$ cat src/rtl/ram8_access_arbiter.sv
// ram8_access_arbiter
//
// Shares one RAM8 register bank (eight DATA_W-bit registers) between NUM_REQ
// requesters. Requests are serialised by a three-state sequencer
// (IDLE -> ACCESS -> RESP). The winner's address, data and write enable drive
// the bank pins for exactly one cycle (ACCESS). A read captures the bank
// output on the edge that leaves ACCESS. A one-cycle ack is then returned in
// RESP.
//
// Build option:
//   RAM8_ARB_FIXED_PRIO_EN - when defined, arbitration is fixed priority
//                            (requester 0 highest) and the round-robin
//                            pointer is removed. Timing is unchanged.
//                            When undefined, arbitration is round robin.
//
// Ports:
//   clk         in   system clock, rising edge
//   reset       in   synchronous active-high reset
//   req         in   [NUM_REQ] request per requester, held until its ack
//   we          in   [NUM_REQ] write enable per requester, sampled at grant
//   addr        in   [NUM_REQ*ADDR_W] flattened addresses, slice i*ADDR_W
//   wdata       in   [NUM_REQ*DATA_W] flattened write data, slice i*DATA_W
//   ack         out  [NUM_REQ] one-hot, one-cycle completion pulse
//   rd_data     out  [DATA_W] last read result, held between reads
//   busy        out  high in ACCESS and RESP
//   grant_id    out  [ID_W] index of the current/last winner
//   ram_in      out  [DATA_W] to RAM8 in
//   ram_load    out  to RAM8 load
//   ram_address out  [ADDR_W] to RAM8 address
//   ram_out     in   [DATA_W] from RAM8 out (combinational read)

module ram8_access_arbiter #(
    parameter int NUM_REQ = 4,
    parameter int DATA_W  = 16,
    parameter int ADDR_W  = 3,
    parameter int ID_W    = 2
) (
    input  logic                      clk,
    input  logic                      reset,
    input  logic [NUM_REQ-1:0]        req,
    input  logic [NUM_REQ-1:0]        we,
    input  logic [NUM_REQ*ADDR_W-1:0] addr,
    input  logic [NUM_REQ*DATA_W-1:0] wdata,
    output logic [NUM_REQ-1:0]        ack,
    output logic [DATA_W-1:0]         rd_data,
    output logic                      busy,
    output logic [ID_W-1:0]           grant_id,
    output logic [DATA_W-1:0]         ram_in,
    output logic                      ram_load,
    output logic [ADDR_W-1:0]         ram_address,
    input  logic [DATA_W-1:0]         ram_out
);

    // Internal index width: just wide enough to name every requester.
    localparam int IDX_W = (NUM_REQ > 1) ? $clog2(NUM_REQ) : 1;

    localparam logic [1:0] IDLE   = 2'd0;
    localparam logic [1:0] ACCESS = 2'd1;
    localparam logic [1:0] RESP   = 2'd2;

    logic [1:0]         state_q;
    logic [IDX_W-1:0]   gnt_q;
    logic [NUM_REQ-1:0] ack_q;
    logic [DATA_W-1:0]  rd_data_q;
    logic               busy_q;
    logic [DATA_W-1:0]  ram_in_q;
    logic               ram_load_q;
    logic [ADDR_W-1:0]  ram_address_q;

`ifndef RAM8_ARB_FIXED_PRIO_EN
    logic [IDX_W-1:0]   rr_ptr_q;
    logic [IDX_W-1:0]   rr_ptr_next;
`endif

    // Unpack the flattened request buses so the winner can index them.
    logic [ADDR_W-1:0] addr_a  [NUM_REQ];
    logic [DATA_W-1:0] wdata_a [NUM_REQ];

    for (genvar g = 0; g < NUM_REQ; g++) begin : g_unpack
        assign addr_a[g]  = addr[g*ADDR_W +: ADDR_W];
        assign wdata_a[g] = wdata[g*DATA_W +: DATA_W];
    end

    // Winner selection: scan from the start point and take the first set bit.
    logic             any_req;
    logic [IDX_W-1:0] win;
    logic [IDX_W-1:0] sel;
    int unsigned      idx;

    always_comb begin
        any_req = 1'b0;
        win     = '0;
        sel     = '0;
        idx     = 0;
        for (int unsigned i = 0; i < NUM_REQ; i++) begin
`ifdef RAM8_ARB_FIXED_PRIO_EN
            idx = i;
`else
            idx = 32'(rr_ptr_q) + i;
            if (idx >= 32'(NUM_REQ)) begin
                idx = idx - 32'(NUM_REQ);
            end
`endif
            sel = idx[IDX_W-1:0];
            if (!any_req && req[sel]) begin
                any_req = 1'b1;
                win     = sel;
            end
        end
    end

`ifndef RAM8_ARB_FIXED_PRIO_EN
    // The pointer moves one past the last winner, so that winner has lowest
    // priority next time. It wraps explicitly for non-power-of-two NUM_REQ.
    always_comb begin
        if (gnt_q == IDX_W'(NUM_REQ - 1)) begin
            rr_ptr_next = '0;
        end else begin
            rr_ptr_next = gnt_q + IDX_W'(1);
        end
    end
`endif

    always_ff @(posedge clk) begin
        if (reset) begin
            state_q       <= IDLE;
            gnt_q         <= '0;
            ack_q         <= '0;
            rd_data_q     <= '0;
            busy_q        <= 1'b0;
            ram_in_q      <= '0;
            ram_load_q    <= 1'b0;
            ram_address_q <= '0;
`ifndef RAM8_ARB_FIXED_PRIO_EN
            rr_ptr_q      <= '0;
`endif
        end else begin
            case (state_q)
                IDLE: begin
                    ram_load_q <= 1'b0;
                    if (any_req) begin
                        gnt_q         <= win;
                        ram_address_q <= addr_a[win];
                        ram_in_q      <= wdata_a[win];
                        ram_load_q    <= we[win];
                        busy_q        <= 1'b1;
                        state_q       <= ACCESS;
                    end
                end

                ACCESS: begin
                    // ram_load_q still holds the latched write enable here,
                    // so it doubles as the read/write flag.
                    ram_load_q <= 1'b0;
                    if (!ram_load_q) begin
                        rd_data_q <= ram_out;
                    end
                    ack_q[gnt_q] <= 1'b1;
                    state_q      <= RESP;
                end

                RESP: begin
                    ack_q   <= '0;
                    busy_q  <= 1'b0;
                    state_q <= IDLE;
`ifndef RAM8_ARB_FIXED_PRIO_EN
                    rr_ptr_q <= rr_ptr_next;
`endif
                end

                default: begin
                    ack_q      <= '0;
                    busy_q     <= 1'b0;
                    ram_load_q <= 1'b0;
                    state_q    <= IDLE;
                end
            endcase
        end
    end

    assign ack         = ack_q;
    assign rd_data     = rd_data_q;
    assign busy        = busy_q;
    assign grant_id    = ID_W'(gnt_q);
    assign ram_in      = ram_in_q;
    assign ram_address = ram_address_q;
    // The bank commits on the same edge that reset is sampled. Masking load
    // with reset keeps a write caught in ACCESS from landing.
    assign ram_load    = ram_load_q & ~reset;

endmodule

$ cat config.mk
export PLATFORM = sky130hd
export DESIGN_NAME = ram8_access_arbiter
export DESIGN_NICKNAME = d
export VERILOG_FILES = /design/src/rtl/ram8_access_arbiter.sv
export SDC_FILE = /design/constraint.sdc
export NUM_CORES = 1
export LEC_CHECK = 0
export CORE_MARGIN = 3
export CORE_UTILIZATION = 42
export CTS_BUF_LIST = sky130_fd_sc_hd__clkbuf_2 sky130_fd_sc_hd__clkbuf_4 sky130_fd_sc_hd__clkbuf_8
export DETAILED_ROUTE_END_ITERATION = 6
export PLACE_DENSITY = 0.88
export RECOVER_POWER = 25
export SLEW_MARGIN = 20
export SYNTH_ARGS = -nofsm -noshare
export SYNTH_HDL_FRONTEND = slang
export SYNTH_SLANG_ARGS = --single-unit
export TNS_END_PERCENT = 100
$ cat constraint.sdc
create_clock -name clk -period 3.65 [get_ports clk]
set_input_delay 0.73 -clock clk [delete_from_list [all_inputs] [get_ports clk]]
set_output_delay 0.73 -clock clk [all_outputs]
set_load 0.01 [all_outputs]
Fig. 1: run 1, placed standard cells
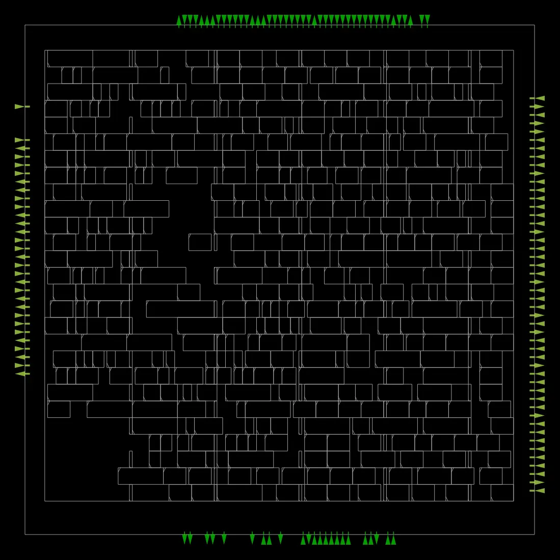
Filler Cell Count: 448
fraction of area in registers: 23.2%

Fig. 2: run 1, signal wires on met1
Supply wires on this layer in gray.
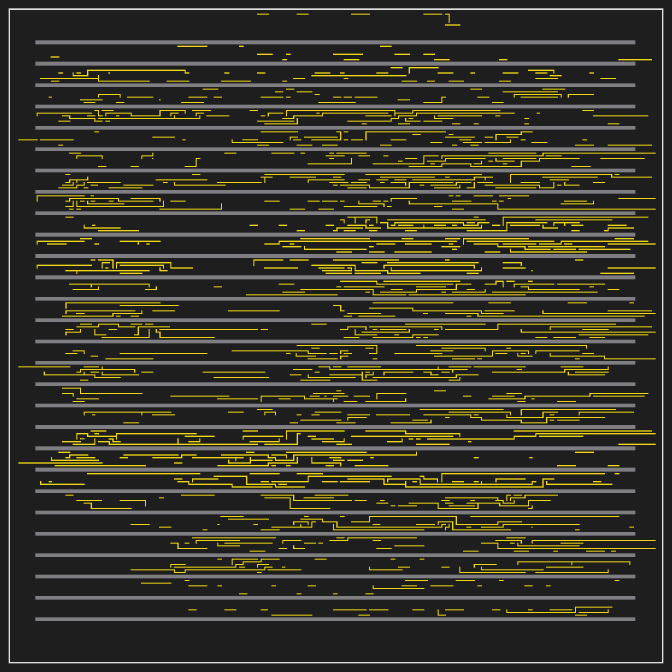
share of all routed wire: 43%
nets with wire on the layer: 458

==> results_tabular.tex, run 1 <==
% Implementation results table
\begin{tabular}{lr}
\hline
Metric & Value \\
\hline
\multicolumn{2}{l}{\textbf{Status}} \\
\quad Result of the run & complete, no violations \\
\multicolumn{2}{l}{\textbf{Logic synthesis}} \\
\quad Synth Flop Type & dfxtp\_1 \\
\quad Adders+Majority by Area & under 10\% \\
\quad AND/OR/NAND/NOR Cells, Area Fraction & a little over a fifth \\
\quad Mux frac, synth & roughly an eighth \\
\quad Largest area contributor in the synthesized netlist & dfxtp\_1 \\
\quad Cell types with the largest area share after synthesis & dfxtp\_1, mux2i\_1, nand2\_1 \\
\quad Post-synth EDFFs & 0 \\
\quad Leading cell types by count after synthesis & nand2\_1, dfxtp\_1, mux2i\_1, a21oi\_1, clkbuf\_1 \\
\quad Xor/xnor share of the synthesized area & 0\% \\
\quad Synthesized cell area & between 2000 and 2500 um2 \\
\quad Register share after synthesis & between 30\% and 40\% \\
\quad Count of instantiated cells in the yosys netlist & roughly 280 \\
\quad Top logic cell family in the synthesized netlist & simple AND/OR/NAND/NOR gates \\
\quad Number of library cell types mapped by synthesis & 33 \\
\quad Most frequent cell after synthesis & nand2\_1 \\
\quad Post-Synth AOI/OAI Area & 21.0\% \\
\quad Yosys warning tally & 0 \\
\quad Syn Area/Cell & around 9 um2 \\
\quad Area fraction of the dominant cell type after synthesis & approximately 38\% \\
\multicolumn{2}{l}{\textbf{Placed design}} \\
\quad Placement Setup Slack & around 0.56 ns \\
\quad Port Buffers & 144 \\
\quad Half-perimeter wire length of the detailed placement result & 6.08 mm \\
\multicolumn{2}{l}{\textbf{Finish}} \\
\quad Diode insertion count for antenna repair & 0 \\
\quad Final-layout non-clock buffer area share & 36.6\% \\
\quad Inverters & 5 \\
\quad Multi-input combinational gate total & roughly 210 \\
\quad Non-filler instance count after layout & a little under 500 \\
\quad Layout cells sized above 1 & under 10\% \\
\quad Fraction of area in multi-input gates & 34.7\% \\
\quad Layout clock area frac & 2.90\% \\
\quad Growth of design area from synthesis to finish & 62.9\% \\
\quad \# clk buffers & 6 \\
\quad Num sequential & around 47 \\
\quad Fin util & 72.3\% \\
\quad Max-area cell class & non-clock buffers \\
\multicolumn{2}{l}{\textbf{Worst setup path}} \\
\quad Slowest cell on crit path & dlygate4sd3\_1 \\
\quad Crit Reg-Reg Endpoint & ram\_in[14] \\
\quad Maximum net fanout on the critical path & 9 \\
\quad Startpoint of the most critical setup path & reset \\
\quad Startpoint kind of the worst setup timing path & input pin \\
\quad Worst EP arrival & $\sim$2.2 ns \\
\quad Required time at the endpoint of the critical path & just under 3 ns \\
\quad Crit path largest cell delay & between 0.6 and 0.7 ns \\
\quad Worst setup path end & ram\_load \\
\quad Critical register-to-register path startpoint & rr\_ptr\_q[1] \\
\quad Top delay family on crit path & buffers and inverters \\
\quad Flop-to-flop setup slack & 1.37 ns \\
\quad List of cells traversed by the critical path & dlygate4sd3\_1 -> nor2b\_1 -> clkdlybuf4s50\_1 \\
\quad CP Capture Type & output port \\
\multicolumn{2}{l}{\textbf{Floorplanning}} \\
\quad Top-level port count & 145 \\
\quad Die Span X & roughly 83 um \\
\quad Core ar. & between 5000 and 6000 um2 \\
\quad Number of placement rows & 27 \\
\quad Number of tap instances & 72 \\
\quad Area of the chip & about 6900 um2 \\
\multicolumn{2}{l}{\textbf{Power}} \\
\quad Power dissipated by switching net loads & $\sim$0.4 mW \\
\quad Sequential power & roughly 0.6 mW \\
\quad Power in combinational cells & $\sim$0.43 mW \\
\quad Reported leakage power & between 1 and 1.5 nW \\
\quad Post-route total power & roughly 1.4 mW \\
\quad Power share of the combinational group & between 30\% and 40\% \\
\quad Power share of the sequential group & around two fifths \\
\quad Internal Dissipation & 1.04 mW \\
\quad PD cells & 353 nW/um2 \\
\quad Worst-case vdd ir drop & 0.227 mV \\
\multicolumn{2}{l}{\textbf{Final timing}} \\
\quad Max Clk Rate & 345 MHz \\
\quad Number of slew-limit violations in the final report & 0 \\
\quad Setup TNS Final & 0 ns \\
\quad Setup repair after global routing missed its margin & no \\
\quad Final critical delay including setup and external delays & around 2.9 ns \\
\quad Hold slack & 0.455 ns \\
\quad Worst setup margin & $\sim$0.75 ns \\
\quad Final setup violation count & 0 \\
\quad Share of the cycle needed by the critical path after routing & roughly 79\% \\
\quad Relative slew margins & 25.5\% \\
\multicolumn{2}{l}{\textbf{Detailed routing}} \\
\quad Met1 Wirelength & approximately 3.4 mm \\
\quad Post-detailed-route via-to-cell ratio & approximately 5.4 \\
\quad Number of search-and-repair iterations in the first detailed-routing pass & 4 \\
\quad Wire length per cell & between 15 and 20 um \\
\quad Drc violations & 0 \\
\quad Met3 Wirelength & 509 um \\
\quad DRT Wirelength & around 8 mm \\
\quad Routed met2 length & $\sim$3.9 mm \\
\quad Top layer reached by signal wires & met4 \\
\quad Count of antenna-violating nets left after detailed routing & 0 \\
\quad Vias & between 2,000 and 3,000 \\
\multicolumn{2}{l}{\textbf{Global routing}} \\
\quad Pin count of the biggest net entering global routing & 23 \\
\quad Initial antenna violation count & 0 \\
\quad Met3 track demand over resource & 6.55\% \\
\quad Wire length of the first global-routing pass & between 10 and 15 mm \\
\quad GR Util met1 & a little over a quarter \\
\multicolumn{2}{l}{\textbf{Worst hold path}} \\
\quad Cell depth of the worst hold path & 2 \\
\multicolumn{2}{l}{\textbf{Clock tree}} \\
\quad Hold buffer count at CTS & 0 \\
\quad H-tree depth & 2 \\
\quad CTS Root Cell & clkbuf\_8 \\
\quad Clock buffers created by TritonCTS & 5 \\
\quad Clock insertion delay at the later pin of the skew report & 0.30 ns \\
\quad Setup bufs post-CTS & 0 \\
\multicolumn{2}{l}{\textbf{Job}} \\
\quad Max-cap check violation count & 0 \\
\hline
\end{tabular}
Fig. 3: run 1, routed metal, one color a layer
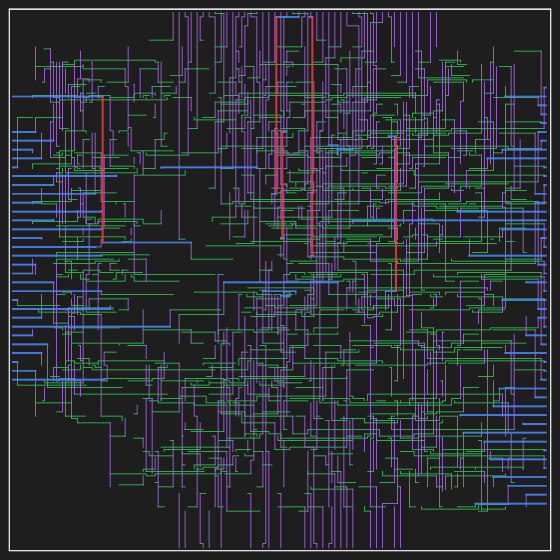
| layer | color | wire length |
|---|---|---|
| M1 | green | 3,360 um |
| M4 | red | 127 um |
| M2 | purple | 3,870 um |
| M3 | blue | 510 um |

Fig. 4: run 1, signal metal coverage by tile
17 x 17 tiles, from black (low) to pale yellow (high), scaled to the fullest tile. Values are wire area over tile area, all layers added.
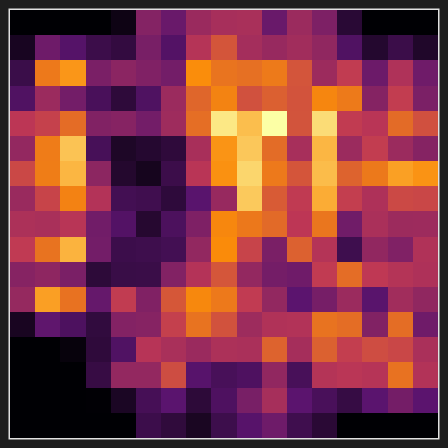

==> inputs of run 2 (changes only) <==
CORE_UTILIZATION = 35   (was 42)
PLACE_DENSITY = 0.78   (was 0.88)
clock period = 2.6 ns   (was 3.65 ns; I/O delays follow)
Fig. 5: run 2, signal metal coverage by tile
18 x 18 tiles, from black (low) to pale yellow (high), scaled to the fullest tile. Values are wire area over tile area, all layers added.
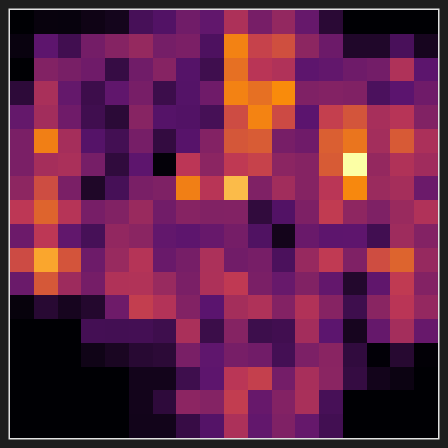
emptiest ninth of the die: south-west
tiles over half the peak: 12%
mean over tiles: 0.15
fullest tile: 0.52
nearly empty tiles: 12%

==> run 2 against run 1 <==
Net effect: routed wire length down 0.72%; sequential share of layout area down 0.35 points; total power rose by 33%; sequential power increased by about 40%; area after synthesis unchanged; register-to-register slack lost 0.59 ns; cell count grew 6.1%; critical path depth stayed put; non-clock buffer count rose by 6; sequential cell count unchanged; combinational power increased by 44%; final area grew 1.5%.
==> results_tabular.tex, run 2 <==
% Implementation results table
\begin{tabular}{lr}
\hline
Metric & Value \\
\hline
\multicolumn{2}{l}{\textbf{Final timing}} \\
\quad Number of slew-limit violations in the final report & 0 \\
\quad Setup TNS Final & 0 ns \\
\quad Worst setup margin & $\sim$0.17 ns \\
\quad Hold slack & 0.458 ns \\
\quad Setup repair after global routing missed its margin & no \\
\quad Final setup violation count & 0 \\
\quad Final critical delay including setup and external delays & roughly 2.4 ns \\
\quad Relative slew margins & 62.5\% \\
\multicolumn{2}{l}{\textbf{Detailed routing}} \\
\quad Count of antenna-violating nets left after detailed routing & 0 \\
\quad Met3 Wirelength & around 600 um \\
\quad Post-detailed-route via-to-cell ratio & about 5 \\
\quad Routed met2 length & 3.90 mm \\
\quad Number of search-and-repair iterations in the first detailed-routing pass & 4 \\
\quad Wire length per cell & 15.1 um \\
\quad Met1 Wirelength & approximately 3.2 mm \\
\quad Top layer reached by signal wires & met4 \\
\quad Vias & 2,607 \\
\quad Drc violations & 0 \\
\multicolumn{2}{l}{\textbf{Power}} \\
\quad Power dissipated by switching net loads & between 0.5 and 0.6 mW \\
\quad Internal Dissipation & 1.35 mW \\
\quad Power share of the combinational group & around a third \\
\quad Reported leakage power & 1.50 nW \\
\quad PD cells & between 400 and 500 nW/um2 \\
\quad Power in combinational cells & 0.623 mW \\
\quad Worst-case vdd ir drop & approximately 0.32 mV \\
\multicolumn{2}{l}{\textbf{Worst setup path}} \\
\quad Crit Reg-Reg Endpoint & ram\_load\_q \\
\quad Slowest cell on crit path & dlygate4sd3\_1 \\
\quad Startpoint of the most critical setup path & reset \\
\quad CP Capture Type & output port \\
\quad Maximum net fanout on the critical path & 9 \\
\quad Worst setup path end & ram\_load \\
\quad Crit path largest cell delay & $\sim$0.65 ns \\
\quad Critical register-to-register path startpoint & state\_q[0] \\
\quad Startpoint kind of the worst setup timing path & input pin \\
\quad Worst EP arrival & 1.91 ns \\
\quad Flop-to-flop setup slack & about 0.78 ns \\
\quad List of cells traversed by the critical path & dlygate4sd3\_1 -> nor2b\_1 -> clkdlybuf4s50\_1 \\
\quad Required time at the endpoint of the critical path & $\sim$2.1 ns \\
\quad Top delay family on crit path & buffers and inverters \\
\multicolumn{2}{l}{\textbf{Clock tree}} \\
\quad Clock insertion delay at the later pin of the skew report & $\sim$0.3 ns \\
\quad CTS Root Cell & clkbuf\_8 \\
\quad Hold buffer count at CTS & 0 \\
\quad Clock buffers created by TritonCTS & 5 \\
\quad Setup bufs post-CTS & 0 \\
\multicolumn{2}{l}{\textbf{Finish}} \\
\quad Multi-input combinational gate total & around 210 \\
\quad Fraction of area in multi-input gates & about a third \\
\quad Num sequential & $\sim$47 \\
\quad Growth of design area from synthesis to finish & 65.4\% \\
\quad Final-layout non-clock buffer area share & a little under two fifths \\
\quad Diode insertion count for antenna repair & 0 \\
\quad Max-area cell class & non-clock buffers \\
\quad Non-filler instance count after layout & about 520 \\
\quad Inverters & 5 \\
\quad Layout cells sized above 1 & about 8.5\% \\
\quad Filler Cell Count & 643 \\
\quad \# clk buffers & 5 \\
\quad Fraction of area in registers & a little under a quarter \\
\multicolumn{2}{l}{\textbf{Global routing}} \\
\quad Initial antenna violation count & 0 \\
\quad Pin count of the biggest net entering global routing & 28 \\
\quad GR Util met1 & 22.4\% \\
\quad Met3 track demand over resource & $\sim$6.4\% \\
\multicolumn{2}{l}{\textbf{Placed design}} \\
\quad Half-perimeter wire length of the detailed placement result & slightly below 6 mm \\
\quad Placement Setup Slack & 0.129 ns \\
\quad Port Buffers & between 100 and 150 \\
\multicolumn{2}{l}{\textbf{Logic synthesis}} \\
\quad Count of instantiated cells in the yosys netlist & about 280 \\
\quad Syn Area/Cell & just under 9 um2 \\
\quad Adders+Majority by Area & slightly above 2\% \\
\quad Post-Synth AOI/OAI Area & 21.0\% \\
\quad Most frequent cell after synthesis & nand2\_1 \\
\quad Number of library cell types mapped by synthesis & 33 \\
\quad Largest area contributor in the synthesized netlist & dfxtp\_1 \\
\quad Cell types with the largest area share after synthesis & dfxtp\_1, mux2i\_1, nand2\_1 \\
\quad Yosys warning tally & 0 \\
\quad Mux frac, synth & about an eighth \\
\quad Synth Flop Type & dfxtp\_1 \\
\quad Register share after synthesis & between 30\% and 40\% \\
\quad Top logic cell family in the synthesized netlist & simple AND/OR/NAND/NOR gates \\
\quad Synthesized cell area & between 2000 and 2500 um2 \\
\quad AND/OR/NAND/NOR Cells, Area Fraction & about a fifth \\
\multicolumn{2}{l}{\textbf{Floorplanning}} \\
\quad Die Span X & 90.3 um \\
\quad Number of tap instances & approximately 96 \\
\quad Top-level port count & between 100 and 150 \\
\quad Number of placement rows & 30 \\
\multicolumn{2}{l}{\textbf{Worst hold path}} \\
\quad Hold path start & rd\_data[6] \\
\quad Cell depth of the worst hold path & 2 \\
\multicolumn{2}{l}{\textbf{Job}} \\
\quad Max-cap check violation count & 0 \\
\multicolumn{2}{l}{\textbf{Status}} \\
\quad Result of the run & complete, no violations \\
\hline
\end{tabular}
Fig. 6: run 2, cells colored by class
The bar under the picture is 20 um long. Fill, decap, tap and diode cells in gray.
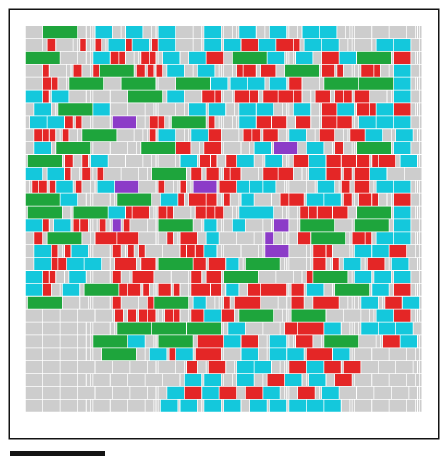
| class | color | cells | share of their area |
|---|---|---|---|
| remaining buffers and delay cells | cyan | 156 | 39% |
| remaining logic cells | red | 212 | 36% |
| registers | green | 47 | 24% |
| clock drivers and dummy loads | purple | 8 | 2.2% |

Power and IR drop assume default switching activity.
